Figure 1. Close-up of the layout.
Scale bar: 10 microns. Region (32, 11) to (72, 51) microns. Cells in grey, sequential cells in the stronger grey; small squares are vias.
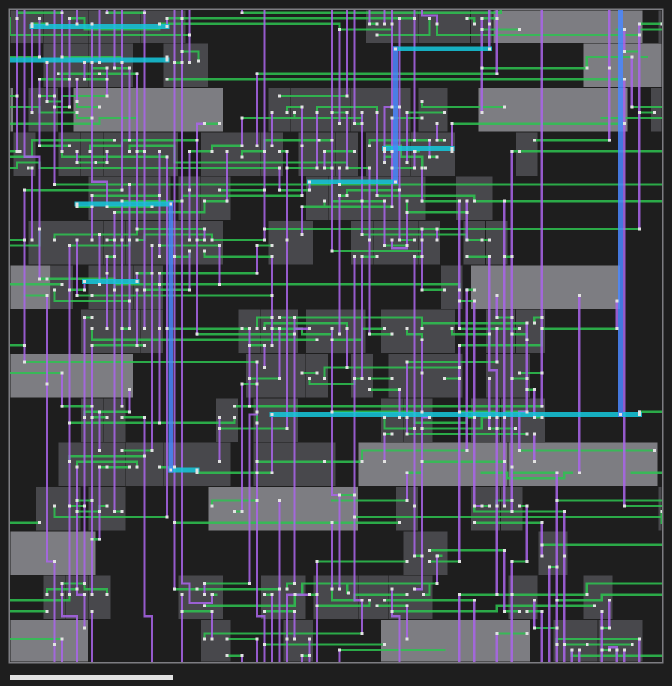
Figure 2. Drive-strength map.
Scale bar: 20 microns.
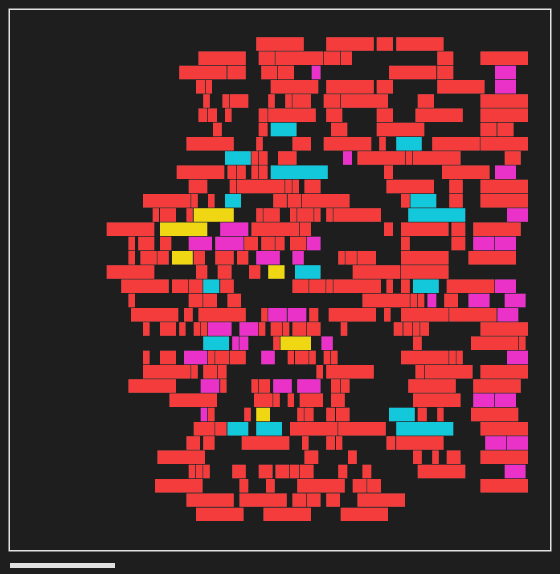
Figure 3. The metal 1 layer.
Scale bar: 20 microns. Supply wires on this layer in grey. Cells faint in the background.
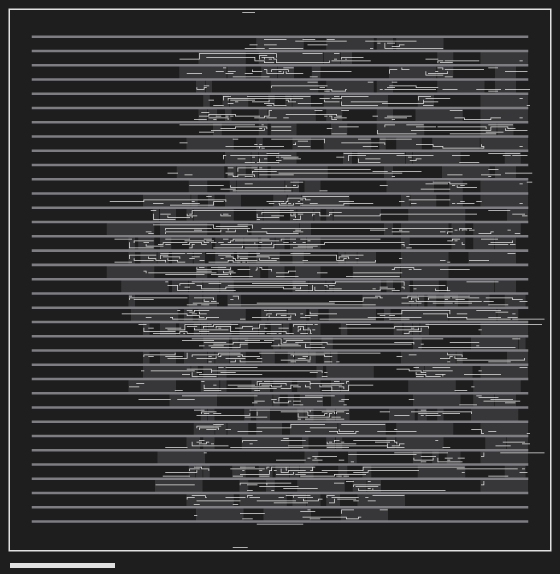
Design sram_arbiter_flat, sky130hd; sources not shown.
==> run notes <==
Implementation results.

The chip occupies 10600 sq um. Of the post-synthesis cell area, the dominant cell type holds 0.554. The largest area contributor in the synthesized netlist is sky130_fd_sc_hd__dfrtp_1.

After floorplanning, the core was divided into 34 placement rows. The number of DRC violations after detailed routing is 0. The synthesized design contains roughly 80 register bits. The power report attributes to the combinational group a share of 0.071. The post-synthesis area per instance is 11.5 sq um. The transition time at the pin with the least slew margin is 0.574 ns. The switching portion of total power is 0.253. The net switching power in the latest report is roughly 0.00046 W.

The pin count of the biggest net entering global routing is 81. The number of iterations in the first detailed-routing pass is 4. The depth of the CTS H-tree is 3. The via count normalized by instance count is 5.88. Listed in order, past its start point the critical path passes nand2b_1, buf_2, and3_1, clkbuf_1, buf_2, a22oi_1, o21ai_0. The maximum clock path buffer count is 2. The flip-flop cell with the highest count after synthesis is sky130_fd_sc_hd__dfrtp_1. The gate count of the mapped netlist is 314. The first global-routing pass estimated roughly 14 mm of wire. Clock-pin slew was measured on the worst setup and hold paths at around 0.090 ns.

Per the OpenROAD floorplan log, the height of the die is 103 microns. The critical path runs through a total of 7 cells. The placement stage leaves a total instance area of 3750 sq um. In the final layout, the share of cells above drive strength 1 is 0.179. Setup repair after global routing left no endpoint under its margin.

The count of nets left with antenna violations once routing finished came out at 0. In this design, the stage delay of the slowest critical-path cell is 0.42 ns. The number of setup buffers added after CTS is 0. The total power per unit cell area is 453 nW/um^2. In this run, post-CTS repair resized a total of 0 instances. The global placement routability congestion is 0.885. Sorting the synthesized cells by area gives the leading types as sky130_fd_sc_hd__dfrtp_1, sky130_fd_sc_hd__mux2_2, sky130_fd_sc_hd__a22oi_1. The internal power of the cells totals 0.00135 W. The combined global-route utilization of all metal layers is 0.172. The clock sink total is 80. The clock latency of the later-clocked register in the worst-skew pair is 0.35 ns. The commonest cells after synthesis are sky130_fd_sc_hd__dfrtp_1, sky130_fd_sc_hd__nand2_1, sky130_fd_sc_hd__a22oi_1. The average wire per standard cell is 20.7 microns. The routed design could run at a clock period as short as 1.97 ns. The last timing report of the flow puts the setup violation total at 0. The family of cells with the greatest summed delay on the critical path is buffers and inverters. The total tool warning count is 26. The synthesis area per yosys is 3610 sq um. Summed over all cells, the static leakage comes to around 1.7 nW. Static timing analysis puts the maximum clock frequency at 508 MHz. Measured in cells, the most critical reg-to-reg path has a length of 7. According to the timing report, the arrival time at the worst endpoint equals 2.18 ns.

Counting flops with a built-in enable in the synthesized netlist gives 0. The number of buffers added by the clock tree synthesis step is 9. The global route total overflow is 0. For this run the detailed placement stage logged an HPWL of 6.86 mm. 0 antenna diodes ended up in the layout.

The sequential cell area fraction in the yosys report is 0.554. The path type of the worst setup path is reg -> reg. The flow ran to the end, and the final reports show no timing, DRC or antenna violations. Pin placement for this block handled 131 I/O pins. The post-synthesis instance area is 3610 sq um. In this run the clock root is driven by a sky130_fd_sc_hd__clkbuf_8. The count of endpoints failing hold in the final timing report is 0. For reference, the final report shows the max-slew violation count at 0. The largest individual stage delay along the critical path comes from the cell sky130_fd_sc_hd__dfrtp_1. STA puts the critical path data required time at 4.26 ns. The register share of total power is 0.536.

STA lists the maximum fanout along the critical path as 10. The net count after synthesis is 390. The placement report lists the number of port buffers as 0. The tool flagged a number of max-cap violations equal to 0. Setup total negative slack on the finished layout was measured at 0 ns. The core region is 8760 sq um. The class of the tightest hold or removal check is in -> async. In the Yosys report the total cell count is 314. The die span in x is 103 microns. The number of global-route vias before repair came to 2586. The largest voltage drop on the vdd net is between 0.2 and 0.25 mV. The share of the clock period used by the worst path is 0.486.

The violation count after the first detailed-routing iteration is 100. The synthesis log from Yosys contains 0 warnings. The relative slew slack is 0.615.

The post-CTS hold buffer count recorded in the log is 0. The worst setup slack for register-to-register paths is approximately 2.1 ns.
About Figure 1:
M3: in cyan. M2: in purple. M1: in green. M4: in blue.
Sequential cells in the window: 12. Most frequent: nand2_1 (14), dfrtp_1 (12), a22oi_1 (8). 105 logic cells have their middle in the window.

About Figure 2:
x1 and smaller: in red, cells 271, share 82%, most used dfrtp_1. x3 and x4: in yellow, cells 6, share 1.8%. x2: in magenta, cells 38, share 12%, most used mux2_2. x6 and larger: in cyan, cells 15, share 4.5%, most used clkbuf_8.
post-layout worst setup margin: 2.08 ns
number of non-clock buffers in the layout: 17
final instance area: 3990 sq um
area growth from synthesis to final layout: 10.5%

About Figure 3:
356 nets have wire on it. The layer holds 38% of the routed length. The layer carries 3410 microns of wire. The wires run mostly horizontal. The longest straight run is 30.4 microns.
global-route track usage on met1: 0.201
Total Wirelength: 9.07 mm
total number of vias: 2577

## layout by cell type (no fill, tap or decap), types with 2 or more instances in the layout
cell type,count
sky130_fd_sc_hd__o31ai_1,3
sky130_fd_sc_hd__o21a_1,3
sky130_fd_sc_hd__and3_1,2
sky130_fd_sc_hd__nand2_1,30
sky130_fd_sc_hd__bufinv_16,3
sky130_fd_sc_hd__clkbuf_8,9
sky130_fd_sc_hd__nand4_1,6
sky130_fd_sc_hd__clkbuf_1,9
sky130_fd_sc_hd__xor2_1,8
sky130_fd_sc_hd__o21ai_1,11
sky130_fd_sc_hd__dfrtp_1,80
sky130_fd_sc_hd__inv_1,3
sky130_fd_sc_hd__xnor2_1,2
sky130_fd_sc_hd__inv_2,2
sky130_fd_sc_hd__buf_1,4
sky130_fd_sc_hd__nand2b_1,3
sky130_fd_sc_hd__a22oi_1,22
sky130_fd_sc_hd__o211ai_1,4
sky130_fd_sc_hd__mux2_2,16
sky130_fd_sc_hd__mux2i_1,8
sky130_fd_sc_hd__nor2_1,20
sky130_fd_sc_hd__a22o_1,16
sky130_fd_sc_hd__nand3_1,4
sky130_fd_sc_hd__nor4b_2,2
sky130_fd_sc_hd__o21ai_0,11
sky130_fd_sc_hd__inv_6,2
sky130_fd_sc_hd__buf_2,4
sky130_fd_sc_hd__or4_1,2
sky130_fd_sc_hd__nor3_2,4
sky130_fd_sc_hd__nor4_2,2
sky130_fd_sc_hd__nand4_2,2
sky130_fd_sc_hd__a21oi_1,12
## power groups by stage
stage	combinational [W]	clock, W	sequential [W]
CTS	0.000128	0.000729	0.000970
global placement	0.000125	0	0.000986
detailed placement	0.000127	0	0.000986
finish	0.000128	0.000711	0.000969
global route	0.000151	0.000765	0.000982
floorplan	0.000110	0	0.000961
## worst reg2reg max path: cells and delay by family (launching register included)
kind | cells | cell delay, ns
buf+inv | 3 | 0.90
flops | 1 | 0.42
simple gates | 2 | 0.32
compound gates | 2 | 0.19
## layer usage
| metal | vias up | wire (microns) | share of wire | GRT usage |
|---|---|---|---|---|
| li1 | 1177 | - | - | - |
| met2 | 110 | 4540 | 0.50 | 0.281 |
| met3 | 10 | 1020 | 0.11 | 0.0731 |
| met1 | 1280 | 3410 | 0.38 | 0.201 |
| met5 | - | 0 | 0 | 0 |
| met4 | 0 | 105 | 0.012 | 0.0618 |
## cells by family after synthesis
kind of cell / share of synthesized area
flops: 0.554
compound gates: 0.162
buf+inv: 0.0263
fa+ha+maj: 0.00346
simple gates: 0.158
xor+xnor: 0.0242
mux: 0.0720
## through the flow
step	total power, W	setup slack (ns)	utilization	cells	hold WS [ns]
final	0.00181	2.08	0.455	438	0.0873
after detailed placement	0.00111	1.75	0.428	422	0.300
after CTS	0.00183	2.06	0.455	438	0.0758
after global placement	0.00111	1.78	0.428	422	0.283
after floorplan	0.00107	2.08	-	314	0.281
after global routing	0.00190	1.92	0.455	438	0.0609
## final cells by class
class,count,area [sq um]
Tap cell,108,135
Multi-Input combinational cell,212,1520
Clock buffer,10,128
Sequential cell,80,2000
Buffer,17,76.3
Fill cell,819,4770
Clock inverter,6,115
Inverter,5,18.8
Power figures rest on the tool's default switching activity, not on a simulated workload.
